Fig. 1: run 1, clock network drawn from the DEF
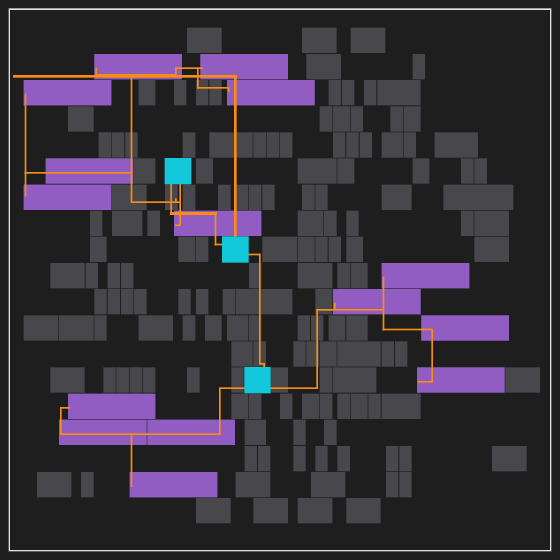
Fig. 2: run 1, wires at chosen ports, followed through buffers
The bar under the picture is 20 µm long.
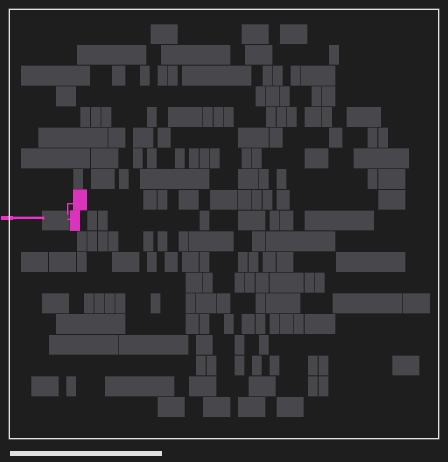
Fig. 3: run 1, the metal 1 layer
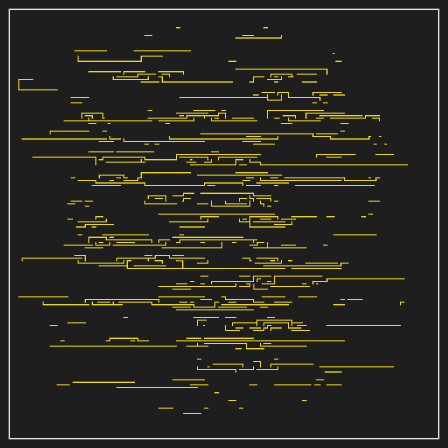
**config.mk**
```make
export PLATFORM = sky130hd
export DESIGN_NAME = sound_sequencer
export DESIGN_NICKNAME = d
export VERILOG_FILES = /design/src/rtl/sound_sequencer.sv
export SDC_FILE = /design/constraint.sdc
export NUM_CORES = 1
export LEC_CHECK = 0
export ABC_AREA = 1
export CORE_UTILIZATION = 35
export DETAILED_ROUTE_END_ITERATION = 8
export MAX_ROUTING_LAYER = met4
export PLACE_DENSITY_LB_ADDON = 0.12
export SLEW_MARGIN = 0
export SYNTH_ARGS = -nofsm -noshare
export SYNTH_HDL_FRONTEND = slang
export SYNTH_SLANG_ARGS = --single-unit
```
**constraint.sdc**
```tcl
create_clock -name clk -period 3.9 [get_ports clk]
set_input_delay 0.78 -clock clk [delete_from_list [all_inputs] [get_ports clk]]
set_output_delay 0.78 -clock clk [all_outputs]
set_load 0.01 [all_outputs]
```
**src/rtl/sound_sequencer.sv**
```systemverilog
// sound_sequencer
// Plays short stepped-frequency melodies for a set of prioritised sound events.
// Each event has a first-note code and a per-note increment. A note lasts
// NOTE_FRAMES frame ticks, and a melody is NOTES notes long. A higher-index
// request preempts the current melody. An equal-index request restarts it.
// A lower-index request is queued in 'pending'. Between queued melodies there
// is a silent gap that lasts until the next frame tick.
//
// Ports
//   clk           in   system clock
//   reset         in   asynchronous, active-high reset
//   startOfFrame  in   one-cycle frame tick
//   event_pulse   in   one-cycle request per event (index NUM_EVENTS-1 = highest priority)
//   mute          in   gates enable_sound only; sequencing is unaffected
//   enable_sound  out  tone generator enable
//   freq          out  current note code
//   busy          out  sequencer not idle
//   active_event  out  index of the event now playing
//   pending       out  queued requests
//
// State table
//   IDLE | nothing playing, nothing queued
//   PLAY | melody of active_event is sounding
//   GAP  | silent gap before the next queued melody
module sound_sequencer #(
    parameter int NUM_EVENTS  = 4,
    parameter int FREQ_W      = 4,
    parameter int NOTES       = 3,
    parameter int NOTE_FRAMES = 2,
    parameter logic [NUM_EVENTS*FREQ_W-1:0] BASE_FREQ = {4'd9, 4'd5, 4'd1, 4'd3},
    parameter logic [NUM_EVENTS*FREQ_W-1:0] STEP      = {4'd1, 4'd0, 4'hF, 4'd2},
    localparam int EV_W = (NUM_EVENTS > 1) ? $clog2(NUM_EVENTS) : 1
) (
    input  logic                  clk,
    input  logic                  reset,
    input  logic                  startOfFrame,
    input  logic [NUM_EVENTS-1:0] event_pulse,
    input  logic                  mute,
    output logic                  enable_sound,
    output logic [FREQ_W-1:0]     freq,
    output logic                  busy,
    output logic [EV_W-1:0]       active_event,
    output logic [NUM_EVENTS-1:0] pending
);

    localparam int NW = (NOTES > 1) ? $clog2(NOTES) : 1;
    localparam int FW = (NOTE_FRAMES > 1) ? $clog2(NOTE_FRAMES) : 1;

    typedef enum logic [1:0] {
        IDLE = 2'd0,
        PLAY = 2'd1,
        GAP  = 2'd2
    } state_t;

    state_t          state;
    logic [NW-1:0]   note_idx;
    logic [FW-1:0]   frame_cnt;

    logic [NUM_EVENTS-1:0] pend_in;
    logic [EV_W-1:0]       pulse_hi;
    logic [EV_W-1:0]       pend_hi;
    logic [EV_W-1:0]       launch_idx;
    logic                  launch;
    logic                  last_frame;
    logic                  last_note;

    function automatic logic [EV_W-1:0] hi_idx(input logic [NUM_EVENTS-1:0] v);
        logic [EV_W-1:0] r;
        r = '0;
        for (int i = 0; i < NUM_EVENTS; i++) begin
            if (v[i]) r = EV_W'(i);
        end
        return r;
    endfunction

    function automatic logic [FREQ_W-1:0] base_of(input logic [EV_W-1:0] e);
        return BASE_FREQ[int'(e)*FREQ_W +: FREQ_W];
    endfunction

    function automatic logic [FREQ_W-1:0] step_of(input logic [EV_W-1:0] e);
        return STEP[int'(e)*FREQ_W +: FREQ_W];
    endfunction

    function automatic logic [NUM_EVENTS-1:0] onehot(input logic [EV_W-1:0] e);
        return NUM_EVENTS'(1) << e;
    endfunction

    // Incoming pulses merge into the queue before any selection, so a request
    // that coincides with a finish or a gap tick is never lost. A launch always
    // wins over frame advance. This makes preempt or restart beat finish.
    // It also keeps a coincident frame tick from advancing the new melody.
    always_comb begin
        pend_in    = pending | event_pulse;
        pulse_hi   = hi_idx(event_pulse);
        pend_hi    = hi_idx(pend_in);
        last_frame = (frame_cnt == FW'(NOTE_FRAMES - 1));
        last_note  = (note_idx == NW'(NOTES - 1));
        launch     = 1'b0;
        launch_idx = pulse_hi;
        unique case (state)
            IDLE: launch = |event_pulse;
            PLAY: launch = (|event_pulse) && (pulse_hi >= active_event);
            GAP: begin
                launch     = startOfFrame && (|pend_in);
                launch_idx = pend_hi;
            end
            default: launch = 1'b0;
        endcase
    end

    always_ff @(posedge clk or posedge reset) begin
        if (reset) begin
            state        <= IDLE;
            note_idx     <= '0;
            frame_cnt    <= '0;
            freq         <= '0;
            active_event <= '0;
            pending      <= '0;
        end else if (launch) begin
            // A preempted event is simply dropped; only other incoming bits queue.
            state        <= PLAY;
            active_event <= launch_idx;
            note_idx     <= '0;
            frame_cnt    <= '0;
            freq         <= base_of(launch_idx);
            pending      <= pend_in & ~onehot(launch_idx);
        end else begin
            pending <= pend_in;
            unique case (state)
                IDLE: state <= IDLE;
                PLAY: begin
                    if (startOfFrame) begin
                        if (last_frame) begin
                            frame_cnt <= '0;
                            if (last_note) begin
                                state    <= (|pend_in) ? GAP : IDLE;
                                note_idx <= '0;
                                freq     <= '0;
                            end else begin
                                note_idx <= note_idx + NW'(1);
                                freq     <= freq + step_of(active_event);
                            end
                        end else begin
                            frame_cnt <= frame_cnt + FW'(1);
                        end
                    end
                end
                GAP: begin
                    if (pend_in == '0) state <= IDLE;
                end
                default: state <= IDLE;
            endcase
        end
    end

    assign enable_sound = (state == PLAY) && !mute;
    assign busy         = (state != IDLE);

endmodule

```
==> Slide: Implementation Results, run 1 <==
Flow Results at a Glance

Outcome
  • Status: completed

Cells and area
  • Layout Nets: 179
  • Gate Area: 551.8 µm²
  • Share of cells above drive strength 1: 7.927%
  • Leading cell kind: multi-input combinational cells

Final timing
  • Fmax: 385.1 MHz
  • Fin worst setup slack: 1.303 ns
  • Max-slew headroom: 60.45%

Route
  • Initial DRC count: 22

Critical path
  • Largest stage delay, worst path: 0.54 ns
  • Crit Path Class: in2out
  • CP Depth: 3
  • Worst EP required: 3.12 ns

Power and ir drop
  • Internal power: 517.2 µW
  • Leakage power: 0.0006460 µW
  • Total sequential power: 279 µW

Placed design
  • Placement Cell Area: 1246 µm²

Clock network
  • Clock transition at the registers of the reported paths: 0.08 ns
  • Clk root buf: clkbuf_4

Floorplan
  • Chip Footprint: 3160 µm²
  • Die Wd: 56.21 µm
  • Die extent in y: 56.21 µm

Logic synthesis
  • Netlist Area Pre-Place: 1028 µm²
About Fig. 1:
[cyan] clock-net drivers | count: 3
[orange] clock wires | length: 211 µm
[purple] flip-flops | count: 15
routed clock nets: 4

About Fig. 2:
[magenta] startOfFrame | bits: 1 | direction: input | edge: west | end cells: 2 | buffers: 1 | wire: 7.00 µm

About Fig. 3:
main direction: horizontal
share of all routed wire: 53%
wire length on this layer: 1170 µm
nets with wire on the layer: 160

[run 1: cells by family after synthesis]
kind of cell	Yosys count	synth area share [%]
simple gates	79	34.79
xor+xnor	2	1.703
compound gates	15	9.125
buf+inv	25	9.853
flops	15	36.50
fa+ha+maj	6	8.029
[run 1: how the worst min path moves through the flow]
stage                 from          end  slack [ns]  cells past startpoint
2_1_floorplan  note_idx[1]  note_idx[1]        0.45                      2
3_3_place_gp   note_idx[1]  note_idx[1]        0.47                      2
3_5_place_dp   note_idx[1]  note_idx[1]        0.47                      2
4_1_cts        note_idx[1]  note_idx[1]        0.49                      2
5_1_grt        note_idx[1]  note_idx[1]        0.54                      2
6_report       note_idx[1]  note_idx[1]        0.49                      2
[run 1: Yosys cell counts, types with 2 or more instances]
cell	instances	area, µm²
a21oi_1	6	30.03
a31oi_1	2	12.51
dfrtp_1	15	375.4
ha_1	5	62.56
inv_1	23	86.33
nand2_1	38	142.6
nand3_1	9	45.04
nand3_2	2	20.02
nor2_1	22	82.58
nor3_2	2	20.02
o21ai_0	2	10.01
o21ai_1	2	10.01
xor2_1	2	17.52
[run 1: per-stage QoR]
step                      instances  power (µW)  hold WS [ns]
after floorplan                 142       685.3        0.4494
after global placement          191       880.3        0.4711
after detailed placement        191       881.7        0.4696
after CTS                       195       974.8        0.4908
after global routing            195        1076        0.5380
final                           195       964.4        0.4904
[run 1: registers in the layout (all words and copies together), names as in the netlist]
signal and cells:
active_event 2, frame_cnt 1, freq 4, note_idx 2
pending 4, state 2
[run 1: per-layer routing]
metal	up-vias	routed length (µm)	GRT usage (%)
met5	-	0	-
met4	0	17	6.969
met3	2	67	3.023
met2	18	936	23.98
met1	421	1165	22.40
li1	489	-	-
Fig. 4: run 1, track usage over the die
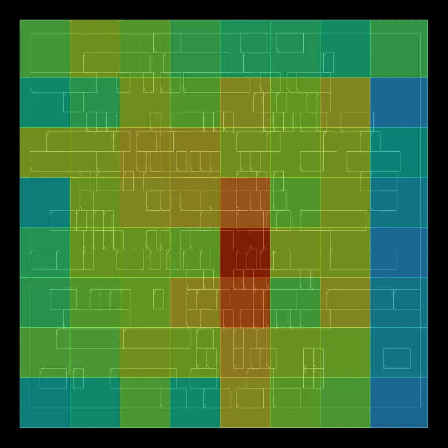

==> run 1 -> run 2 <==
clock period = 2.6 ns   (was 3.9 ns; I/O delays follow)
Fig. 5: run 2, track usage over the die
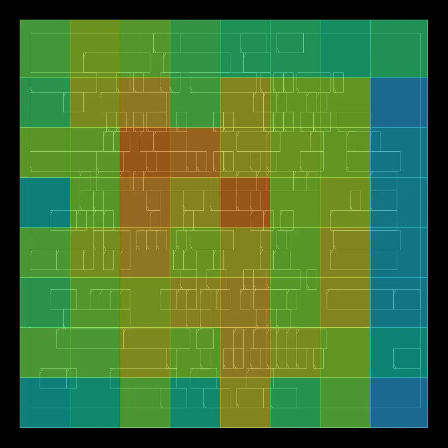
fin util: 45.75%
grt met3 use: 2.791%
M2 GR Usage: 23.13%
Global Route Usage Sum: 16.58%

Fig. 6: run 2, clock network drawn from the DEF
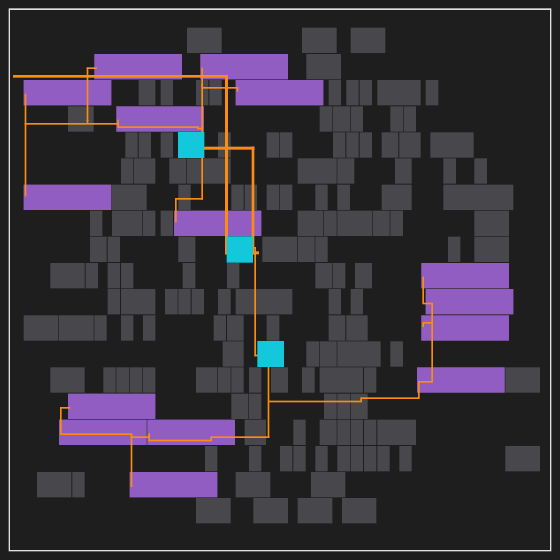
clock power share: 9.1%
clk pwr: 131 µW

==> Slide: Implementation Results, run 2 <==
Flow Results at a Glance

Logic synthesis
  • Ys async rst share: 100.0%
  • Top cells by instance count after synthesis: nand2_1 (38), inv_1 (23), nor2_1 (22)
  • Yosys xor share: 1.703% (unchanged)
  • Ao+oa area frac: 9.124% (unchanged)
  • Basic Gates by Area: 34.79% (unchanged)
  • Synth area leader: dfrtp_1
  • Synth mux share: 0% (unchanged)
  • Top non-seq family: simple AND/OR/NAND/NOR gates
  • Yosys adder share: 8.029% (unchanged)
  • Yosys top cell by instances: nand2_1
  • Netlist Area Pre-Place: 1028 µm² (unchanged)
  • Top-area cell share: 36.50% (unchanged)

Critical path
  • Crit Path Class: in2reg

Final timing
  • Fin worst setup slack: 0.3927 ns (-0.9104 ns)
  • Hold_ws: 0.4936 ns (+0.003178 ns)

Outcome
  • Status: completed

Cells and area
  • Layout Nets: 179 (unchanged)
  • Non-filler cells, final: 195 (unchanged)
  • Share of cells above drive strength 1: 7.927% (unchanged)

Clock network
  • Clk root buf: clkbuf_4
  • Clock transition at the registers of the reported paths: 0.09 ns (about the same)
  • Clk_lat worst skew: 0.28 ns

Placed design
  • Placed cells: 191 (unchanged)
  • Placement Cell Area: 1246 µm² (unchanged)

Floorplan
  • Chip Footprint: 3160 µm² (unchanged)
  • Die extent in y: 56.21 µm (unchanged)

Power and ir drop
  • Tot Pwr: 1444 µW (+50%)
  • Leakage power: 0.0006460 µW (unchanged)
Fig. 7: run 2, wires at chosen ports, followed through buffers
The bar under the picture is 20 µm long.
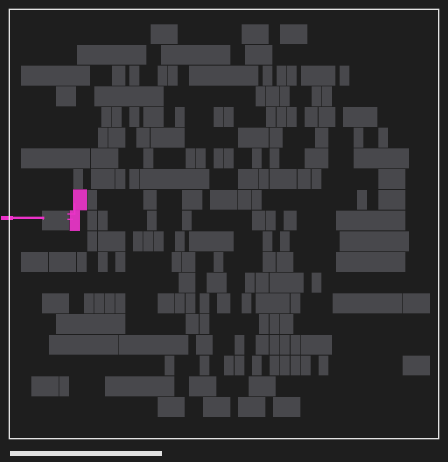
[magenta] startOfFrame | bits: 1 | direction: input | edge: west | end cells: 2 | buffers: 1 | wire: 7.00 µm

-- run 2: path summary, 6_finish.rpt --
| path | from | endpoint | slack, ns | cells past startpoint |
|---|---|---|---|---|
| min | note_idx[1] | note_idx[1] | 0.49 | 2 |
| min in group asynchronous | reset | pending[0] | 0.59 | 2 |
| min reg2reg | note_idx[1] | note_idx[1] | 0.49 | 2 |
| max | event_pulse[2] | state[1] | 0.39 | 12 |
| max reg2reg | active_event[0] | state[1] | 0.84 | 9 |
| max in group asynchronous | reset | freq[2] | 1.62 | 2 |
-- run 2: cells by family after synthesis --
family                     Yosys count
adders and majority gates            6
DFF                                 15
xor gates and xnor gates             2
and+or+nand+nor                     79
AOI/OAI and AO/OA                   15
buffers and inverters               25
-- run 2: report_power, final --
group | internal [µW] | switching (µW) | total (µW)
registers | 331 | 88.6 | 419
clock network | 59.5 | 71.8 | 131
logic | 385 | 508 | 893
total | 775 | 669 | 1440
-- run 2: worst max-delay path: stages --
cell and delay [ns]:
clkdlybuf4s50_1 0.54, inv_1 0.08, a21oi_1 0.13, ha_1 0.24
o21ai_0 0.16, nand2_1 0.07, nand2_1 0.18, nand2_4 0.16
nor2_1 0.11, nand2_1 0.07, nand2_1 0.07, nand2_1 0.05
-- run 2: per-layer routing --
metal | up-vias | GRT usage (%) | part of all wire [%]
li1 | 488 | - | -
met1 | 413 | 23.50 | 51
met2 | 22 | 23.13 | 44
met3 | 4 | 2.791 | 3.7
met4 | 0 | 7.317 | 1.3
met5 | - | - | 0
-- run 2: area by class of cell --
cell class / instances / area [µm²]
Sequential cell: 15 / 375.4
Timing Repair Buffer: 19 / 190.2
Inverter: 24 / 90.09
Fill cell: 297 / 1509
Multi-Input combinational cell: 102 / 551.8
Clock buffer: 4 / 26.28
Tap cell: 31 / 38.79
Power and IR drop assume default switching activity.
